## config.mk

```make
export PLATFORM = sky130hd
export DESIGN_NAME = id_ex_stage_flat
export DESIGN_NICKNAME = d
export VERILOG_FILES = /design/src/rtl/id_ex_stage_if.sv /design/src/rtl/id_ex_stage.sv /design/src/flat_wrapper.sv
export SDC_FILE = /design/constraint.sdc
export NUM_CORES = 1
export LEC_CHECK = 0
export CAP_MARGIN = 0
export CELL_PAD_IN_SITES_DETAIL_PLACEMENT = 2
export CELL_PAD_IN_SITES_GLOBAL_PLACEMENT = 2
export CORE_MARGIN = 2
export CORE_UTILIZATION = 24
export CTS_CLUSTER_DIAMETER = 150
export DETAILED_ROUTE_END_ITERATION = 7
export GPL_ROUTABILITY_DRIVEN = 0
export PLACE_DENSITY = 0.89
export SLEW_MARGIN = 0
export SYNTH_ARGS = -nofsm -noshare
export SYNTH_HDL_FRONTEND = slang
export SYNTH_SLANG_ARGS = --single-unit
```

## constraint.sdc

```tcl
create_clock -name clk -period 2.55 [get_ports clk]
set_input_delay 0.3825 -clock clk [delete_from_list [all_inputs] [get_ports clk]]
set_output_delay 0.3825 -clock clk [all_outputs]
set_load 0.02 [all_outputs]
```

## src/rtl/id_ex_stage_if.sv

```systemverilog
// Decode-to-execute bundle: IF/ID fields in, ID/EX register and interlock out.
// Latency: n/a (wiring only).
// Backpressure: ex_stall freezes the stage; load_use_stall holds IF/ID and PC.
// Ports: if_id_* decode fields, ex_stall, flush (master -> stage);
//        id_ex_* registered fields, load_use_stall, bubble_count (stage -> master).
interface id_ex_stage_if #(
  parameter int DATA_WIDTH    = 32,
  parameter int REG_ADDR_BITS = 5,
  parameter int ALU_OP_BITS   = 4,
  parameter int PERF_BITS     = 16
);
  logic                     if_id_valid;
  logic [REG_ADDR_BITS-1:0] if_id_rs;
  logic [REG_ADDR_BITS-1:0] if_id_rt;
  logic [REG_ADDR_BITS-1:0] if_id_rd;
  logic                     if_id_uses_rs;
  logic                     if_id_uses_rt;
  logic                     if_id_reg_write;
  logic                     if_id_mem_read;
  logic                     if_id_mem_write;
  logic [ALU_OP_BITS-1:0]   if_id_alu_op;
  logic [DATA_WIDTH-1:0]    if_id_data_a;
  logic [DATA_WIDTH-1:0]    if_id_data_b;
  logic [DATA_WIDTH-1:0]    if_id_imm;
  logic [DATA_WIDTH-1:0]    if_id_pc;
  logic                     ex_stall;
  logic                     flush;

  logic                     id_ex_valid;
  logic [REG_ADDR_BITS-1:0] id_ex_rs;
  logic [REG_ADDR_BITS-1:0] id_ex_rt;
  logic [REG_ADDR_BITS-1:0] id_ex_rd;
  logic                     id_ex_reg_write;
  logic                     id_ex_mem_read;
  logic                     id_ex_mem_write;
  logic [ALU_OP_BITS-1:0]   id_ex_alu_op;
  logic [DATA_WIDTH-1:0]    id_ex_data_a;
  logic [DATA_WIDTH-1:0]    id_ex_data_b;
  logic [DATA_WIDTH-1:0]    id_ex_imm;
  logic [DATA_WIDTH-1:0]    id_ex_pc;
  logic                     load_use_stall;
  logic [PERF_BITS-1:0]     bubble_count;

  modport master (
    output if_id_valid, if_id_rs, if_id_rt, if_id_rd, if_id_uses_rs, if_id_uses_rt,
           if_id_reg_write, if_id_mem_read, if_id_mem_write, if_id_alu_op,
           if_id_data_a, if_id_data_b, if_id_imm, if_id_pc, ex_stall, flush,
    input  id_ex_valid, id_ex_rs, id_ex_rt, id_ex_rd, id_ex_reg_write, id_ex_mem_read,
           id_ex_mem_write, id_ex_alu_op, id_ex_data_a, id_ex_data_b, id_ex_imm,
           id_ex_pc, load_use_stall, bubble_count
  );

  modport slave (
    input  if_id_valid, if_id_rs, if_id_rt, if_id_rd, if_id_uses_rs, if_id_uses_rt,
           if_id_reg_write, if_id_mem_read, if_id_mem_write, if_id_alu_op,
           if_id_data_a, if_id_data_b, if_id_imm, if_id_pc, ex_stall, flush,
    output id_ex_valid, id_ex_rs, id_ex_rt, id_ex_rd, id_ex_reg_write, id_ex_mem_read,
           id_ex_mem_write, id_ex_alu_op, id_ex_data_a, id_ex_data_b, id_ex_imm,
           id_ex_pc, load_use_stall, bubble_count
  );
endinterface

```

## src/rtl/id_ex_stage.sv

```systemverilog
// ID/EX pipeline register with load-use interlock and saturating bubble counter.
// Latency: 1 cycle decode capture to id_ex outputs; load_use_stall is combinational.
// Backpressure: ex_stall freezes every register; a load-use hazard inserts one bubble.
// Ports: clk, reset_n (async active-low); bus (slave modport of id_ex_stage_if).
module id_ex_stage #(
  parameter int DATA_WIDTH    = 32,
  parameter int REG_ADDR_BITS = 5,
  parameter int ALU_OP_BITS   = 4,
  parameter int PERF_BITS     = 16
) (
  input  logic          clk,
  input  logic          reset_n,
  id_ex_stage_if.slave  bus
);

  typedef struct packed {
    logic                     valid;
    logic [REG_ADDR_BITS-1:0] rs;
    logic [REG_ADDR_BITS-1:0] rt;
    logic [REG_ADDR_BITS-1:0] rd;
    logic                     reg_write;
    logic                     mem_read;
    logic                     mem_write;
    logic [ALU_OP_BITS-1:0]   alu_op;
    logic [DATA_WIDTH-1:0]    data_a;
    logic [DATA_WIDTH-1:0]    data_b;
    logic [DATA_WIDTH-1:0]    imm;
    logic [DATA_WIDTH-1:0]    pc;
  } stage_t;

  stage_t               stage_q;
  stage_t               capture;
  logic [PERF_BITS-1:0] bubble_q;
  logic                 hz;

  always_comb begin
    capture           = '0;
    capture.valid     = 1'b1;
    capture.rs        = bus.if_id_rs;
    capture.rt        = bus.if_id_rt;
    capture.rd        = bus.if_id_rd;
    capture.reg_write = bus.if_id_reg_write;
    capture.mem_read  = bus.if_id_mem_read;
    capture.mem_write = bus.if_id_mem_write;
    capture.alu_op    = bus.if_id_alu_op;
    capture.data_a    = bus.if_id_data_a;
    capture.data_b    = bus.if_id_data_b;
    capture.imm       = bus.if_id_imm;
    capture.pc        = bus.if_id_pc;
  end

  // A load in EX whose destination the decode instruction actually reads cannot be
  // forwarded in time. r0 is hard-wired zero, so a load to r0 is never a hazard.
  // Once the bubble is in, mem_read is 0 and the hazard drops, giving a 1-cycle stall.
  assign hz = stage_q.valid & stage_q.mem_read & (stage_q.rd != '0) & bus.if_id_valid &
              ((bus.if_id_uses_rs & (bus.if_id_rs == stage_q.rd)) |
               (bus.if_id_uses_rt & (bus.if_id_rt == stage_q.rd)));

  // A flush kills the decode instruction anyway, and a frozen stage cannot take a
  // bubble, so neither case needs IF/ID held.
  assign bus.load_use_stall = hz & ~bus.flush & ~bus.ex_stall;

  always_ff @(posedge clk or negedge reset_n) begin
    if (!reset_n) begin
      stage_q  <= '0;
      bubble_q <= '0;
    end else if (!bus.ex_stall) begin
      if (bus.flush || hz) begin
        // Flush and hazard in the same cycle still insert only one bubble.
        stage_q <= '0;
        if (bubble_q != '1) bubble_q <= bubble_q + 1'b1;
      end else if (!bus.if_id_valid) begin
        stage_q <= '0;
      end else begin
        stage_q <= capture;
      end
    end
  end

  assign bus.id_ex_valid     = stage_q.valid;
  assign bus.id_ex_rs        = stage_q.rs;
  assign bus.id_ex_rt        = stage_q.rt;
  assign bus.id_ex_rd        = stage_q.rd;
  assign bus.id_ex_reg_write = stage_q.reg_write;
  assign bus.id_ex_mem_read  = stage_q.mem_read;
  assign bus.id_ex_mem_write = stage_q.mem_write;
  assign bus.id_ex_alu_op    = stage_q.alu_op;
  assign bus.id_ex_data_a    = stage_q.data_a;
  assign bus.id_ex_data_b    = stage_q.data_b;
  assign bus.id_ex_imm       = stage_q.imm;
  assign bus.id_ex_pc        = stage_q.pc;
  assign bus.bubble_count    = bubble_q;

endmodule
```

## src/flat_wrapper.sv

```systemverilog
// flat-port wrapper written by rule: the top's interface ports become plain ports
module id_ex_stage_flat 
#(
  parameter int DATA_WIDTH    = 32,
  parameter int REG_ADDR_BITS = 5,
  parameter int ALU_OP_BITS   = 4,
  parameter int PERF_BITS     = 16
)
  (clk, reset_n, bus_if_id_valid, bus_if_id_rs, bus_if_id_rt, bus_if_id_rd, bus_if_id_uses_rs, bus_if_id_uses_rt, bus_if_id_reg_write, bus_if_id_mem_read, bus_if_id_mem_write, bus_if_id_alu_op, bus_if_id_data_a, bus_if_id_data_b, bus_if_id_imm, bus_if_id_pc, bus_ex_stall, bus_flush, bus_id_ex_valid, bus_id_ex_rs, bus_id_ex_rt, bus_id_ex_rd, bus_id_ex_reg_write, bus_id_ex_mem_read, bus_id_ex_mem_write, bus_id_ex_alu_op, bus_id_ex_data_a, bus_id_ex_data_b, bus_id_ex_imm, bus_id_ex_pc, bus_load_use_stall, bus_bubble_count);
  id_ex_stage_if #(.DATA_WIDTH(DATA_WIDTH), .REG_ADDR_BITS(REG_ADDR_BITS), .ALU_OP_BITS(ALU_OP_BITS), .PERF_BITS(PERF_BITS)) bus_i ();
  input  logic clk;
  input  logic reset_n;
  input wire logic [$bits(bus_i.if_id_valid)-1:0] bus_if_id_valid;
  input wire logic [$bits(bus_i.if_id_rs)-1:0] bus_if_id_rs;
  input wire logic [$bits(bus_i.if_id_rt)-1:0] bus_if_id_rt;
  input wire logic [$bits(bus_i.if_id_rd)-1:0] bus_if_id_rd;
  input wire logic [$bits(bus_i.if_id_uses_rs)-1:0] bus_if_id_uses_rs;
  input wire logic [$bits(bus_i.if_id_uses_rt)-1:0] bus_if_id_uses_rt;
  input wire logic [$bits(bus_i.if_id_reg_write)-1:0] bus_if_id_reg_write;
  input wire logic [$bits(bus_i.if_id_mem_read)-1:0] bus_if_id_mem_read;
  input wire logic [$bits(bus_i.if_id_mem_write)-1:0] bus_if_id_mem_write;
  input wire logic [$bits(bus_i.if_id_alu_op)-1:0] bus_if_id_alu_op;
  input wire logic [$bits(bus_i.if_id_data_a)-1:0] bus_if_id_data_a;
  input wire logic [$bits(bus_i.if_id_data_b)-1:0] bus_if_id_data_b;
  input wire logic [$bits(bus_i.if_id_imm)-1:0] bus_if_id_imm;
  input wire logic [$bits(bus_i.if_id_pc)-1:0] bus_if_id_pc;
  input wire logic [$bits(bus_i.ex_stall)-1:0] bus_ex_stall;
  input wire logic [$bits(bus_i.flush)-1:0] bus_flush;
  output wire logic [$bits(bus_i.id_ex_valid)-1:0] bus_id_ex_valid;
  output wire logic [$bits(bus_i.id_ex_rs)-1:0] bus_id_ex_rs;
  output wire logic [$bits(bus_i.id_ex_rt)-1:0] bus_id_ex_rt;
  output wire logic [$bits(bus_i.id_ex_rd)-1:0] bus_id_ex_rd;
  output wire logic [$bits(bus_i.id_ex_reg_write)-1:0] bus_id_ex_reg_write;
  output wire logic [$bits(bus_i.id_ex_mem_read)-1:0] bus_id_ex_mem_read;
  output wire logic [$bits(bus_i.id_ex_mem_write)-1:0] bus_id_ex_mem_write;
  output wire logic [$bits(bus_i.id_ex_alu_op)-1:0] bus_id_ex_alu_op;
  output wire logic [$bits(bus_i.id_ex_data_a)-1:0] bus_id_ex_data_a;
  output wire logic [$bits(bus_i.id_ex_data_b)-1:0] bus_id_ex_data_b;
  output wire logic [$bits(bus_i.id_ex_imm)-1:0] bus_id_ex_imm;
  output wire logic [$bits(bus_i.id_ex_pc)-1:0] bus_id_ex_pc;
  output wire logic [$bits(bus_i.load_use_stall)-1:0] bus_load_use_stall;
  output wire logic [$bits(bus_i.bubble_count)-1:0] bus_bubble_count;
  assign bus_i.if_id_valid = bus_if_id_valid;
  assign bus_i.if_id_rs = bus_if_id_rs;
  assign bus_i.if_id_rt = bus_if_id_rt;
  assign bus_i.if_id_rd = bus_if_id_rd;
  assign bus_i.if_id_uses_rs = bus_if_id_uses_rs;
  assign bus_i.if_id_uses_rt = bus_if_id_uses_rt;
  assign bus_i.if_id_reg_write = bus_if_id_reg_write;
  assign bus_i.if_id_mem_read = bus_if_id_mem_read;
  assign bus_i.if_id_mem_write = bus_if_id_mem_write;
  assign bus_i.if_id_alu_op = bus_if_id_alu_op;
  assign bus_i.if_id_data_a = bus_if_id_data_a;
  assign bus_i.if_id_data_b = bus_if_id_data_b;
  assign bus_i.if_id_imm = bus_if_id_imm;
  assign bus_i.if_id_pc = bus_if_id_pc;
  assign bus_i.ex_stall = bus_ex_stall;
  assign bus_i.flush = bus_flush;
  assign bus_id_ex_valid = bus_i.id_ex_valid;
  assign bus_id_ex_rs = bus_i.id_ex_rs;
  assign bus_id_ex_rt = bus_i.id_ex_rt;
  assign bus_id_ex_rd = bus_i.id_ex_rd;
  assign bus_id_ex_reg_write = bus_i.id_ex_reg_write;
  assign bus_id_ex_mem_read = bus_i.id_ex_mem_read;
  assign bus_id_ex_mem_write = bus_i.id_ex_mem_write;
  assign bus_id_ex_alu_op = bus_i.id_ex_alu_op;
  assign bus_id_ex_data_a = bus_i.id_ex_data_a;
  assign bus_id_ex_data_b = bus_i.id_ex_data_b;
  assign bus_id_ex_imm = bus_i.id_ex_imm;
  assign bus_id_ex_pc = bus_i.id_ex_pc;
  assign bus_load_use_stall = bus_i.load_use_stall;
  assign bus_bubble_count = bus_i.bubble_count;
  id_ex_stage #(.DATA_WIDTH(DATA_WIDTH), .REG_ADDR_BITS(REG_ADDR_BITS), .ALU_OP_BITS(ALU_OP_BITS), .PERF_BITS(PERF_BITS)) u_core (.clk(clk), .reset_n(reset_n), .bus(bus_i));
endmodule
```

run_1/logic_types.png
Bar = 50 um.
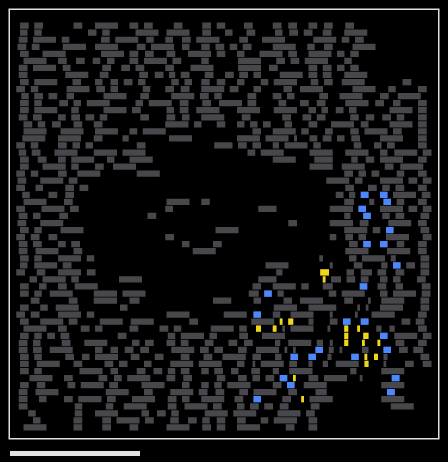
legend:
  yellow:
    family: NOR gates
    cells: 18
    where: bottom right
  blue:
    family: XOR/XNOR gates
    cells: 25

run_1/placement.png
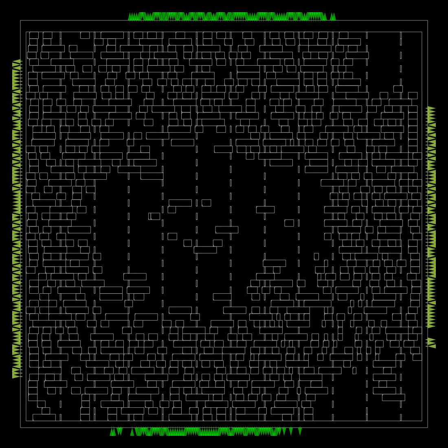
CORE AREA: 25,300 um2
number of core rows: 58
fillers: 2,545
Tapcells: 330

==> notes.md, run 1 <==
Notes on the physical implementation.

- The run finished with clean final reports.
- The clock-pin slew on the worst setup and hold paths is 0.07 ns, for reference.
- The quantity of gates resized following cts is 0, for reference.
- By startpoint and endpoint, the worst setup path is classified as reg -> out.
- For this run, the leading register cell type out of synthesis is sky130_fd_sc_hd__dfrtp_1.
- In this run, power in flip-flops and latches comes to 3.00 mW.
- The share of the Yosys chip area taken by registers is 67.0%.
- Across all register-to-register paths, the minimum setup slack is 0.27 ns.
- Per the STA report, the cell with the highest stage delay on the worst path is sky130_fd_sc_hd__or4_4.
- In the final layout, the multi-input gates occupy 1840 um2.
- The largest vdd supply drop is 0.000342 V, for reference.
- In this run the biggest area consumer among cell types represents 67.0% of the synthesized area.
- The iteration count recorded for the first detailed-route pass is 4.
- The worst min-delay path endpoint is u_core.bus.id_ex_data_a[4]$_DFFE_PN0N_, for reference.
- Of the post-synthesis cell area, the part taken by muxes is 0.181%.
- In the routed layout, each cell is associated on average with a via count of 4.69.
- Per the cell usage report, the commonest logic cells after layout are sky130_fd_sc_hd__clkdlybuf4s50_1 (321), sky130_fd_sc_hd__dfrtp_1 (167), sky130_fd_sc_hd__a22o_1 (150), sky130_fd_sc_hd__clkbuf_16 (17).
- The DRC violation count after routing is 0, for reference.
- The script extracted a net switching power of 1.95 mW.
- Per the CTS log, the root buffer master is sky130_fd_sc_hd__clkbuf_16.
- The data required time of the critical path is 2.17 ns, for reference.
- Relative to the synthesized area, the layout overhead comes to 67.4%.
- The flop and latch count out of synthesis is 167, for reference.
- The longest clock path from root to sink contains 2 buffers.
- The clock group power is 2.55 mW, for reference.
- By area the synthesized netlist is led by sky130_fd_sc_hd__dfrtp_1 (67%), sky130_fd_sc_hd__a22o_1 (21%), sky130_fd_sc_hd__xor2_1 (1.8%).
- The power share of the combinational group is 19.1%, for reference.
- After layout, the setup clock skew is reported as 0.0152 ns.
- The number of failing setup endpoints in the final timing report is 0, for reference.
- The utilization after layout is 41.2%, for reference.
- The number of warnings issued by yosys is 0, for reference.
- Once layout is complete, the cells apart from fillers number 1,099.
- Setup repair after global routing left no endpoint under its margin.
- The number of flops mapped to enable cells by yosys is 0, for reference.
- The flow reports that sequential cells draw 43.8% of the design power.
- The number of global-route vias before repair is 6,018, for reference.
- Yosys stat counts 432 cells in the synthesized netlist.
- Once placement finished, the instance area stood at 9840 um2.
- The maximum level of the CTS H-tree is 4, for reference.
- The startpoint type of the worst setup path is a register, for reference.
- Per the OpenROAD floorplan log, the width of the die is 165 um.
- The number of antenna violations at the first check in global routing came to 2.
- The biggest slice of the total power is consumed by registers.
- Of the total synthesized cell area, the portion taken by full adders, half adders and majority gates is 0.201%.
- The script reports the combined buffer and inverter count of the critical path as 1.
- The biggest area contributor in the post-synthesis netlist is sky130_fd_sc_hd__dfrtp_1.
- The number of violations of the max-capacitance limit is 0, for reference.
- The number of nets produced by synthesis is 590, for reference.
- The minimum clock period after layout is 2.42 ns, for reference.
- Post-route period utilization is reported as 94.9%.
- The type of the most critical hold path is in -> reg, for reference.
- Per the post-route antenna check, the number of violating nets is 0.
- The worst hold path begins at bus_ex_stall.
- Per STA, the highest per-stage delay on the worst path measures 0.53 ns.
- The leakage power of the design is 4.56 nW, for reference.
- The area fraction in and, or, nand and nor cells is 3.39%, for reference.
- The critical register-to-register path startpoint is u_core.bus.id_ex_rd[2]$_DFFE_PN0N_, for reference.
- Along the worst path, the maximum fanout reaches 5.
- The aggregate global-route resource usage is 17.7%, for reference.
- The prevailing logic family in the synthesized netlist is AND-OR/OR-AND gates, for reference.
- The hold violation total from the final report is 0, for reference.
- The commonest cells after synthesis are sky130_fd_sc_hd__dfrtp_1 (167), sky130_fd_sc_hd__a22o_1 (150), sky130_fd_sc_hd__clkbuf_1 (17), sky130_fd_sc_hd__nand2_1 (13), sky130_fd_sc_hd__xor2_1 (13).
- Once placement completed, the tool counted placed cells totaling 1,066.
- The later pin in the worst-skew pair is clocked with a latency of 0.43 ns.
- The power density over cell area is 657 nW/um2, for reference.
- The total standard cell area after synthesis is 6230 um2, for reference.
- The most common cell in the synthesized netlist is sky130_fd_sc_hd__dfrtp_1.
- The total overflow reported by the global router is 0, for reference.
- The top achievable clock speed is 413 MHz, for reference.
- The count of cell types in the netlist is 27, for reference.
- Counting instances, the worst hold path has a depth of 2.
- The clock tree from TritonCTS is done, for reference.
- On the critical path the data arrives at 2.04 ns.
- Pins over their slew limit in the final report were tallied at 0.
- All stages included, the depth of the critical timing path comes to 5.
- Counting cells, the worst reg-to-reg path comes to 6.
- The switching part of the total power is 28.4%, for reference.
- Synthesis handed over a netlist of 432 instances.
- The count of buffers inserted at the top-level ports is 324, for reference.
- The number of top-level pins is 325, for reference.
- The combinational gate power is 1.31 mW, for reference.
- The setup slack at placement is 0.0898 ns, for reference.
- The number of warnings reported in the stage logs is 26.
- The synthesized-area fraction occupied by xor and xnor cells is 3.51%, for reference.
- In the post-route analysis, the smallest setup slack over all paths is 0.130 ns.
- After synthesis, the chip area reported by Yosys is 6230 um2.
- The clock network power share is 37.2%, for reference.
- The post-layout net count is 914, for reference.
- The vertical die dimension is 165 um, for reference.
- The HPWL after detailed placement is 18.1 mm, for reference.
- For this run, asynchronously set or reset flops after synthesis account for 100%.
- Of the total synthesized cell area, the portion taken by AND-OR and OR-AND cells is 22.0%.
- The clock sink count is 167, for reference.
- The first global-routing pass estimated 36.3 mm of wire.
- The combined flip-flop and latch cell area is 4180 um2, for reference.
- The worst-margin pin slew is 0.835 ns, for reference.
- Across all checked pins, the minimum headroom to the slew limit is 44.3%.
- The power report lists cell-internal power as 4.91 mW.
- The total die size is 27,300 um2, for reference.
- The average instance area after synthesis is 14.4 um2, for reference.
- Leaving out fill and tap cells, the most frequent cell in the layout is sky130_fd_sc_hd__clkdlybuf4s50_1.
- For the final routed database, the setup TNS stands at 0 ns.
- The violation tally recorded at the end of detailed-routing iteration 0 is 203.
- The routed length per placed instance is 21.9 um, for reference.
- The worst hold slack is 0.471 ns, for reference.
- The cell type group with the largest total delay on the critical path is simple AND/OR/NAND/NOR gates, for reference.
run_1/wires.png
Bar = 50 um.
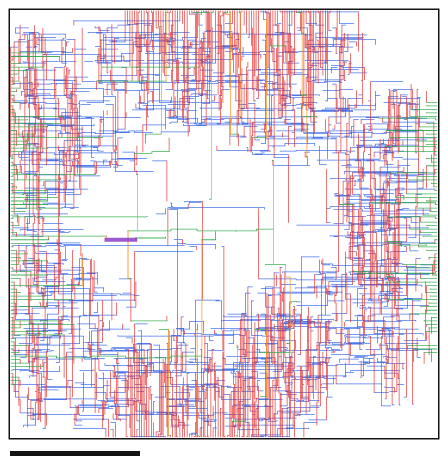
legend:
  red:
    layer: metal 2
    wire_length: 12,600 um
  purple:
    layer: metal 5
    wire_length: 11.0 um
  blue:
    layer: metal 1
    wire_length: 9,060 um
  orange:
    layer: metal 4
    wire_length: 672 um
  green:
    layer: metal 3
    wire_length: 1,680 um
via count: 5,152
DRT Wirelength: 24.1 mm

-- run 1: final cells by class --
cell class | instances | share of cell area [%]
Timing Repair Buffer | 340 | 32.8
Clock buffer | 18 | 4.11
Sequential cell | 167 | 40.0
Antenna cell | 1 | 0.0240
Clock inverter | 13 | 1.31
Tap cell | 330 | 3.96
Inverter | 2 | 0.0719
Multi-Input combinational cell | 228 | 17.7
-- run 1: registers in the layout, summed over array words and instances, names as in the netlist --
signal	flops
u_core.bus.id_ex_reg_write	1
u_core.bus.id_ex_mem_read	1
u_core.bus.id_ex_alu_op	4
u_core.bus.id_ex_rt	5
u_core.bus.id_ex_mem_write	1
u_core.bus.id_ex_valid	1
u_core.bus.id_ex_data_b	32
u_core.bus.id_ex_data_a	32
u_core.bus.bubble_count	16
u_core.bus.id_ex_rd	5
u_core.bus.id_ex_pc	32
u_core.bus.id_ex_imm	32
u_core.bus.id_ex_rs	5
-- run 1: how the worst max path moves through the flow --
stage	startpoint	end	slack (ns)
6_report	u_core.bus.id_ex_rd[2]$_DFFE_PN0N_	bus_load_use_stall	0.13
5_1_grt	u_core.bus.id_ex_rd[2]$_DFFE_PN0N_	bus_load_use_stall	0.04
4_1_cts	u_core.bus.id_ex_rd[4]$_DFFE_PN0N_	bus_load_use_stall	0.05
3_5_place_dp	bus_if_id_rs[4]	u_core.bus.id_ex_imm[28]$_DFFE_PN0N_	0.09
3_3_place_gp	bus_if_id_rs[3]	bus_load_use_stall	0.17
2_1_floorplan	u_core.bus.id_ex_rd[0]$_DFFE_PN0N_	u_core.bus.id_ex_data_a[14]$_DFFE_PN0N_	0.48
-- run 1: metal layers --
layer / global-route usage (%) / share of wire (%)
met1: 20.1 / 38
met2: 31.4 / 53
met3: 5.04 / 7.0
met4: 6.40 / 2.8
met5: 0 / 0.046
==> run 2: changes to the inputs <==
- TNS_END_PERCENT: unset -> 100
==> run 2 against run 1 <==
  * Clock power hardly changed
  * Synthesized cell count stayed put
  * Sequential share of layout area stayed put
  * Highest routed layer unchanged
==> notes.md, run 2 <==
Notes on the physical implementation.

- The flow ran to the end, and the final reports show no timing, DRC or antenna violations.
- The clock sink count is 167, for reference.
- The number of global-route vias before repair is 6,018, for reference.
- The final layout report lists a filler cell count of 2,545.
- Based on the critical path, the design can be clocked at up to 413 MHz.
- For the worst setup path, the data arrival time is 2.04 ns.
- The number of top-level pins is 325, for reference.
- According to the timing report, the critical path is captured at bus_load_use_stall.
- The horizontal die dimension is 165 um, for reference.
- The type of the most critical hold path is in -> reg, for reference.
- The flow reported a cell area power density of 657 nW/um2.
- After synthesis, the design contains 432 cells according to Yosys.
- The worst hold path was traced through 2 stages.
- The routed design shows a via density per instance of 4.69.
- The launch point of the critical path was reported as u_core.bus.id_ex_rd[2]$_DFFE_PN0N_.
- The clock-pin slew on the worst setup and hold paths is 0.07 ns, for reference.
- The synthesized-area fraction occupied by xor and xnor cells is 3.51%, for reference.
- Counting along the longest clock path gives a buffer depth of 2.
- The total negative setup slack is 0 ns, for reference.
- The routed layout has 5,152 vias.
- The worst-margin pin slew is 0.835 ns, for reference.
- Per the TritonCTS log, the buffer count is 17.
- The total length of routed wires is 24.1 mm, for reference.
- The largest area contributor in the netlist is sky130_fd_sc_hd__dfrtp_1, for reference.
- The adder and majority cell fraction of the synthesized area is 0.201%, for reference.
- The maximum clock skew at final layout is 0.0152 ns, for reference.
- The multiplexer share of the synthesized area is 0.181%, for reference.
- In the synthesized netlist the async set-or-reset flop fraction comes to 100%.
- A synthesized cell averages 14.4 um2.
- The timing report notes that buffer and inverter cells on the critical path total 1.
- The most numerous cell in the Yosys netlist is sky130_fd_sc_hd__dfrtp_1, for reference.
- Nets still carrying antenna violations after routing amount to 0.
- Counting flops with a built-in enable in the synthesized netlist gives 0.
- The number of maximum-capacitance violations recorded for the run is 0.
- The timing report gives the biggest stage delay along the critical path as 0.53 ns.
- The prevailing logic family in the synthesized netlist is AND-OR/OR-AND gates, for reference.
- The vertical die dimension is 165 um, for reference.
- Measured on the finished design, the core utilization comes to 41.2%.
- Sorting the synthesized cells by how often they occur yields sky130_fd_sc_hd__dfrtp_1 (167), sky130_fd_sc_hd__a22o_1 (150), sky130_fd_sc_hd__clkbuf_1 (17), sky130_fd_sc_hd__nand2_1 (13), sky130_fd_sc_hd__xor2_1 (13).
- The data required time of the critical path is 2.17 ns, for reference.
- The critical path runs through a total of 5 cells.
- The clock tree from TritonCTS is done, for reference.
- The count of cell types in the netlist is 27, for reference.
- The number of antenna violations at the first check in global routing is 2, for reference.
- The synthesis-to-finish area growth is 67.4%, for reference.
- The DRC violation count after routing is 0, for reference.
- The routed length per placed instance is 21.9 um, for reference.
- For this run, the register share of the synthesized area comes to 67.0%.
- The number of pins with negative max-slew slack in the final report is 0, for reference.
- The total overflow reported by the global router is 0, for reference.
- The critical hold path startpoint is bus_ex_stall, for reference.
- The synthesized netlist devotes 3.39% of its cell area to simple gates.
- The leakage power in the latest report is 4.56 nW.
- The instance tally after logic synthesis is 432, for reference.
- The maximum level of the CTS H-tree is 4, for reference.
- The first global-routing pass estimated 36.3 mm of wire.
- Setup repair after global routing left no endpoint under its margin.
- Looking at the critical path, the single cell with the biggest stage delay is sky130_fd_sc_hd__or4_4.
- The iteration tally of the first detailed-router pass is 4, for reference.
- The hold violation total from the final report is 0, for reference.
- The share of the core area taken by cells at floorplan is 24.6%.
- STA classifies the critical path endpoint as an output port.
- The combined flip-flop and latch cell area is 4180 um2, for reference.
- In the global route stage, overall resource usage came out at 17.7%.
- By startpoint and endpoint, the worst setup path is classified as reg -> out.
- The cell type group with the largest total delay on the critical path is simple AND/OR/NAND/NOR gates, for reference.
- The insertion delay to the later sink of the worst-skew pair is 0.43 ns, for reference.
- The number of placement rows is 58, for reference.
- Entering global routing, the biggest net connects 78 pins.
- The worst min-delay path endpoint is u_core.bus.id_ex_data_a[4]$_DFFE_PN0N_, for reference.
- The count of buffers inserted at the top-level ports is 324, for reference.
- Summed over its instances, the top area cell type makes up 67.0% of the synthesized netlist area.
- The synthesis log from Yosys contains 0 warnings.
- The clock tree root buffer cell is sky130_fd_sc_hd__clkbuf_16, for reference.
- The worst-case reg-to-reg path depth is 6, for reference.
- The core region is 25,300 um2.
- According to the Yosys statistics, the synthesized design has a chip area of 6230 um2.
- Of all nets on the critical path, the largest fanout is 5.
- Per the power-grid run, VDD falls by no more than 0.000342 V.
- The total die size is 27,300 um2, for reference.
- Measured against its own limit, the worst slew margin works out to 44.3%.
- The library cells used most frequently in the layout, excluding fill and tap cells, are sky130_fd_sc_hd__clkdlybuf4s50_1 (321), sky130_fd_sc_hd__dfrtp_1 (167), sky130_fd_sc_hd__a22o_1 (150), sky130_fd_sc_hd__clkbuf_16 (17).
- The fraction of layout instances using a drive strength above 1 is 6.90%, for reference.
- The number of nets produced by synthesis is 590, for reference.
- The dominant register cell is sky130_fd_sc_hd__dfrtp_1, for reference.
- The worst setup path is launched from a register.
- The worst reg2reg path endpoint is u_core.bus.id_ex_imm[28]$_DFFE_PN0N_, for reference.
- The critical register-to-register path startpoint is u_core.bus.id_ex_rd[2]$_DFFE_PN0N_, for reference.
- The cell-mix breakdown from Yosys lists the compound-gate area share as 22.0%.
- The HPWL after detailed placement is 18.1 mm, for reference.
- Summing over the stages, the warning tally comes to 26.
- From the final report, the count of setup violators was given as 0.
- The total standard cell area after synthesis is 6230 um2, for reference.
- After synthesis the netlist holds a flip-flop and latch count of 167.
- The minimum clock period after layout is 2.42 ns, for reference.
- Dividing the final minimum period by the clock period gives 94.9%.
- The main area contributors are sky130_fd_sc_hd__dfrtp_1 (67%), sky130_fd_sc_hd__a22o_1 (21%), sky130_fd_sc_hd__xor2_1 (1.8%).
- The footprint of the multi-input gates is 1840 um2, for reference.
- The reg-to-reg setup timing slack is 0.27 ns, for reference.
- The critical path goes through or4_4, o2111a_1, nand2_1, nor3_2, buf_4.
- The post-layout net count is 914, for reference.
- For this block, the initial DRC count from the detailed router was 203.
[run 2: cell counts after synthesis]
Identical to the previous run, type by type.
[run 2: through the flow]
step	setup slack (ns)	cells	hold WS, ns	power, mW	instance area, um2
finish	0.130	1099	0.471	6.86	10400
global route	0.0361	1098	0.461	7.18	10400
CTS	0.0459	1098	0.436	6.98	10400
detailed placement	0.0898	1066	0.356	4.37	9840
global placement	0.173	1066	0.358	4.31	9840
floorplan	0.483	432	0.0869	3.53	6230
[run 2: layer usage]
metal  routed length (um)  vias to the layer above  share of wire [%]  GRT usage [%]
met1                 9060                     2600                 38           20.1
met2                12600                      222                 53           31.4
met5                   11                        -              0.046              0
met3                 1680                       43                7.0           5.04
li1                     -                     2285                  -              -
met4                  671                        2                2.8           6.40
[run 2: kinds of logic (layout without fill, tap and decap cells)]
group	after synthesis	after routing
simple gates	44	44
flops	167	167
fa+ha+maj	1	1
buf+inv	37	373
mux	1	1
other cells	0	1
compound gates	157	157
xor+xnor	25	25
[run 2: power by group]
| part | switching, mW | internal, mW | leakage [nW] | total [mW] |
|---|---|---|---|---|
| Clock | 1.17 | 1.37 | 0.268 | 2.55 |
| Combinational | 0.609 | 0.700 | 2.05 | 1.31 |
| Sequential | 0.168 | 2.83 | 2.24 | 3.00 |
[run 2: area by class of cell]
type	instances	share of cell area, %
Antenna cell	1	0.0240
Clock buffer	18	4.11
Clock inverter	13	1.31
Inverter	2	0.0719
Multi-Input combinational cell	228	17.7
Sequential cell	167	40.0
Tap cell	330	3.96
Timing Repair Buffer	340	32.8
[run 2: what timing repair did]
action / 4_1_cts / 5_1_grt
hold buffers: 1 / 0
setup buffers: 0 / 0
hold endpoints to repair: 42 / 0
setup endpoints to repair: 0 / 1
resized: 0 / 3
run_2/logic_types.png
Bar = 50 um.
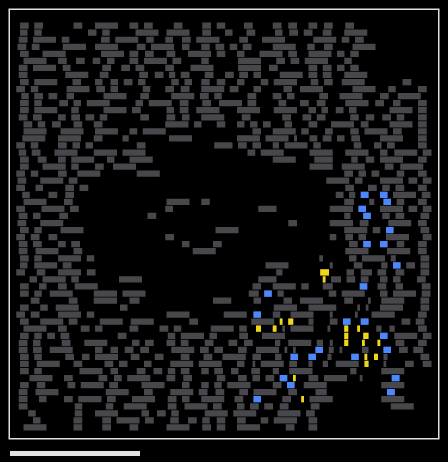
legend:
  blue:
    family: XOR/XNOR gates
    cells: 25
  yellow:
    family: NOR gates
    cells: 18
    where: bottom right
Commonest Layout Cell: sky130_fd_sc_hd__clkdlybuf4s50_1
logic gate fraction of the total cell area: 17.7%
final non-filler cell total: 1,099

==> run 3: changes to the inputs <==
- CORE_UTILIZATION: 24 -> 25
- CTS_BUF_LIST: unset -> sky130_fd_sc_hd__clkbuf_8
- CTS_CLUSTER_DIAMETER: 150 -> 50
- PLACE_DENSITY: 0.89 -> 0.91
- clock period: 2.55 -> 2.4 ns (I/O delays scaled with it)
run_3/wires.png
Bar = 50 um.
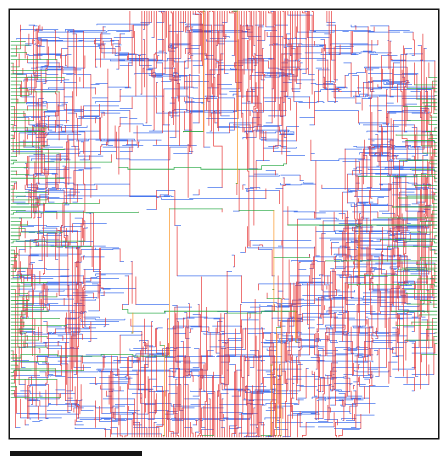
legend:
  green:
    layer: metal 3
    wire_length: 1,840 um
  red:
    layer: metal 2
    wire_length: 13,200 um
  orange:
    layer: metal 4
    wire_length: 395 um
  blue:
    layer: metal 1
    wire_length: 9,480 um

==> run 3 against run 2 <==
  * The run now ends with setup timing left
  * Largest power group unchanged
  * Synthesized area is the same
  * Via count grew 1.6%
  * Worst hold slack lost 0.056 ns
  * Critical endpoint unchanged
==> notes.md, run 3 <==
Notes on the physical implementation.

- The run finished, with violations left.
- The final reports fail on setup timing.
- By area, registers come first.
- After floorplanning, the core was sized to cover 24,400 um2.
- At the floorplan stage, the core utilization is reported as 25.6%.
- Measured on the final layout, buffering overhead outside the clock network stands at 34.5%.
- Yosys reported a register bit count of 167.
- Among all stages on the critical path, the maximum delay recorded is 0.44 ns.
- In this run the tool buffered the top-level ports with 324 buffer cells.
- The non-clock inverter instance count of the final layout is 2, for reference.
- The area fraction of clock buffers and clock inverters is 3.48%, for reference.
- The dominant register cell is sky130_fd_sc_hd__dfrtp_1, for reference.
- The number of global-route vias before repair is 6,061.
- During synthesis, Yosys emitted a total of 0 warnings.
- The number of nets still failing antenna checks after routing is 0, for reference.
- The fraction of layout instances using a drive strength above 1 is 10.2%, for reference.
- The final route contains 5,237 vias.
- Including well taps, the total number of placed cells is 1,069.
- For this run, the final setup violation count is recorded as 1.
- The maximum fanout along the worst path is 3, for reference.
- The data arrival time reported for the critical path is 2.10 ns.
- The number of cells reported by Yosys stat comes to 432.
- The DRC violation count after routing is 0, for reference.
- In this design, the largest share of critical-path delay is due to simple AND/OR/NAND/NOR gates.
- The floorplan report lists the tap cell count as 324.
- Global routing used 33.9% of the available met2 tracks.
- The total length of routed wires is 24.9 mm, for reference.
- Synthesis produced a netlist with a net count of 590.
- Counting pins that exceed their max-slew limit in the final report gives 0.
- The number of buffers on the longest clock path is 2, for reference.
- The routed via count divided by cell count is 4.71, for reference.
- The count of routing violations after the opening detailed-route iteration is 215, for reference.
- The largest vdd supply drop is 0.000276 V, for reference.
- The met3 capacity usage during global routing is 6.36%, for reference.
- Averaged over all synthesized cells, the footprint is 14.4 um2.
- The post-layout instance area is 10,500 um2, for reference.
- In this run, distinct cell masters in the synthesized netlist total 27.
- The chip occupies 26,200 um2.
- Leaving out filler cells and counting taps, the final layout contains 1,111.
- The vertical die dimension is 162 um, for reference.
- The global routing report lists met1 layer usage as 21.6%.
- The top achievable clock speed is 407 MHz, for reference.
- In the final timing run, aggregate negative setup slack is -0.0574 ns.
- Setup repair after global routing could not meet its margin everywhere.
- The count of flip-flops and latches is 167, for reference.
- From left edge to right edge, the die measures 162 um.
- The aggregate global-route resource usage is 18.9%, for reference.
- The fraction of area in registers is 39.9%, for reference.
- The routed length per placed instance is 22.4 um, for reference.
- The number of combinational gates with multiple inputs is 228, for reference.
- The leakage power of the design is 4.61 nW, for reference.
- The area figure in the yosys stat output is 6230 um2, for reference.
- The stage-log warning count is 30, for reference.
- In this run the count of I/O pins placed on the die edge is 325.
- After detailed routing, the wire length on met1 is 9.48 mm.
- The maximum clock skew at final layout is 0.0153 ns, for reference.
- The number of placement rows is 57, for reference.
- The worst setup path is captured at an output port.
- The most instantiated logic cell after routing is sky130_fd_sc_hd__clkdlybuf4s50_1, for reference.
- The number of violations of the max-capacitance limit is 0, for reference.
- The final power report lists total power as 6.59 mW.
- Relative to the synthesized area, the layout overhead comes to 68.0%.
- Along the critical path, the tally of buffer and inverter instances is 1.
- The synthesis report lists the most area-consuming cells as sky130_fd_sc_hd__dfrtp_1 (67%), sky130_fd_sc_hd__a22o_1 (21%), sky130_fd_sc_hd__xor2_1 (1.8%).
- The clock tree from TritonCTS is done, for reference.
- The utilization after layout is 42.9%, for reference.
- The most numerous cell in the Yosys netlist is sky130_fd_sc_hd__dfrtp_1, for reference.
- The critical path class is reg -> out, for reference.
- The top cell type's share of synthesized area is 67.0%, for reference.
- The worst hold slack is 0.415 ns, for reference.
- The portion of the clock cycle consumed by the worst path in the final layout is 102%, for reference.
- The clock sink count is 167, for reference.
- The data required time of the critical path is 2.04 ns, for reference.
- Looking at the worst setup and hold paths, the clock pins of their registers show a slew of 0.11 ns.
- After layout, the minimum clock period comes to 2.46 ns.
- CTS placed an instance of sky130_fd_sc_hd__clkbuf_8 at the clock tree root.
- The clock buffer instance count of the final layout is 18, for reference.
- The number of flops mapped to enable cells by yosys is 0, for reference.
- The iteration tally of the first detailed-router pass is 6, for reference.
- The number of signal-net buffers in the layout is 357, for reference.
- Detailed routing placed a total of 13.2 mm of wire on met2.
- The post-route worst setup slack is -0.0574 ns, for reference.
- The global-route wire length before repair is 38.1 mm, for reference.
- Per the cell usage report, the commonest logic cells after layout are sky130_fd_sc_hd__clkdlybuf4s50_1 (321), sky130_fd_sc_hd__dfrtp_1 (164), sky130_fd_sc_hd__a22o_1 (150), sky130_fd_sc_hd__buf_4 (21), sky130_fd_sc_hd__clkbuf_8 (18).
- The pin count of the biggest net entering global routing is 126, for reference.
- The multi-input gate share of the layout cell area is 18.1%, for reference.
- The footprint of the multi-input gates is 1900 um2, for reference.
- The worst-case max-slew headroom was logged as 52.6%.
- The total standard cell area after synthesis is 6230 um2, for reference.
- The sequential area share after synthesis is 67.0%, for reference.
- The HPWL after detailed placement is 17.9 mm, for reference.
- The detailed router reports a met3 wire length of 1.84 mm.
- The topmost layer with routed signal wires is met4, for reference.
- The setup slack at placement is -0.523 ns, for reference.
- The number of antenna violations at the first check in global routing is 3, for reference.
## run 3: power breakdown
group / leakage, nW / switching, mW / internal [mW]
registers: 2.24 / 0.172 / 3.01
clock network: 0.192 / 1.19 / 0.779
logic: 2.18 / 0.673 / 0.774
total: 4.61 / 2.03 / 4.56
## run 3: final timing paths
| check | start | end | slack (ns) | depth (start not counted) |
|---|---|---|---|---|
| worst max-delay path | u_core.bus.id_ex_rd[0]$_DFFE_PN0N_ | bus_load_use_stall | -0.06 | 6 |
| worst max register to register | u_core.bus.id_ex_rd[0]$_DFFE_PN0N_ | u_core.bus.bubble_count[5]$_DFFE_PN0P_ | 0.11 | 9 |
| worst min register to register | u_core.bus.id_ex_pc[28]$_DFFE_PN0N_ | u_core.bus.id_ex_pc[28]$_DFFE_PN0N_ | 0.51 | 1 |
| max in group asynchronous | reset_n | u_core.bus.id_ex_imm[16]$_DFFE_PN0N_ | 1.17 | 3 |
| min in group clk | bus_if_id_data_b[30] | u_core.bus.id_ex_data_b[30]$_DFFE_PN0N_ | 0.50 | 2 |
| worst min-delay path | reset_n | u_core.bus.id_ex_rt[0]$_DFFE_PN0N_ | 0.41 | 2 |
## run 3: timing repair
item | in CTS | in global routing
endpoints found under the hold margin | 49 | 0
setup endpoints to repair | 1 | 4
resized | 16 | 11
setup buffers | 6 | 2
pin swaps | 7 | 6
cloned | 0 | 0
hold buffers | 1 | 0
## run 3: kinds of logic (layout without fill, tap and decap cells)
logic type      after synthesis  after routing  share of synthesized area (%)
flops                       167            167                           67.0
other cells                   0              2                              0
buf+inv                      37            390                           3.69
mux                           1              1                          0.181
fa+ha+maj                     1              1                          0.201
xor+xnor                     25             25                           3.51
simple gates                 44             44                           3.39
compound gates              157            157                           22.0
Power and IR drop assume default switching activity.
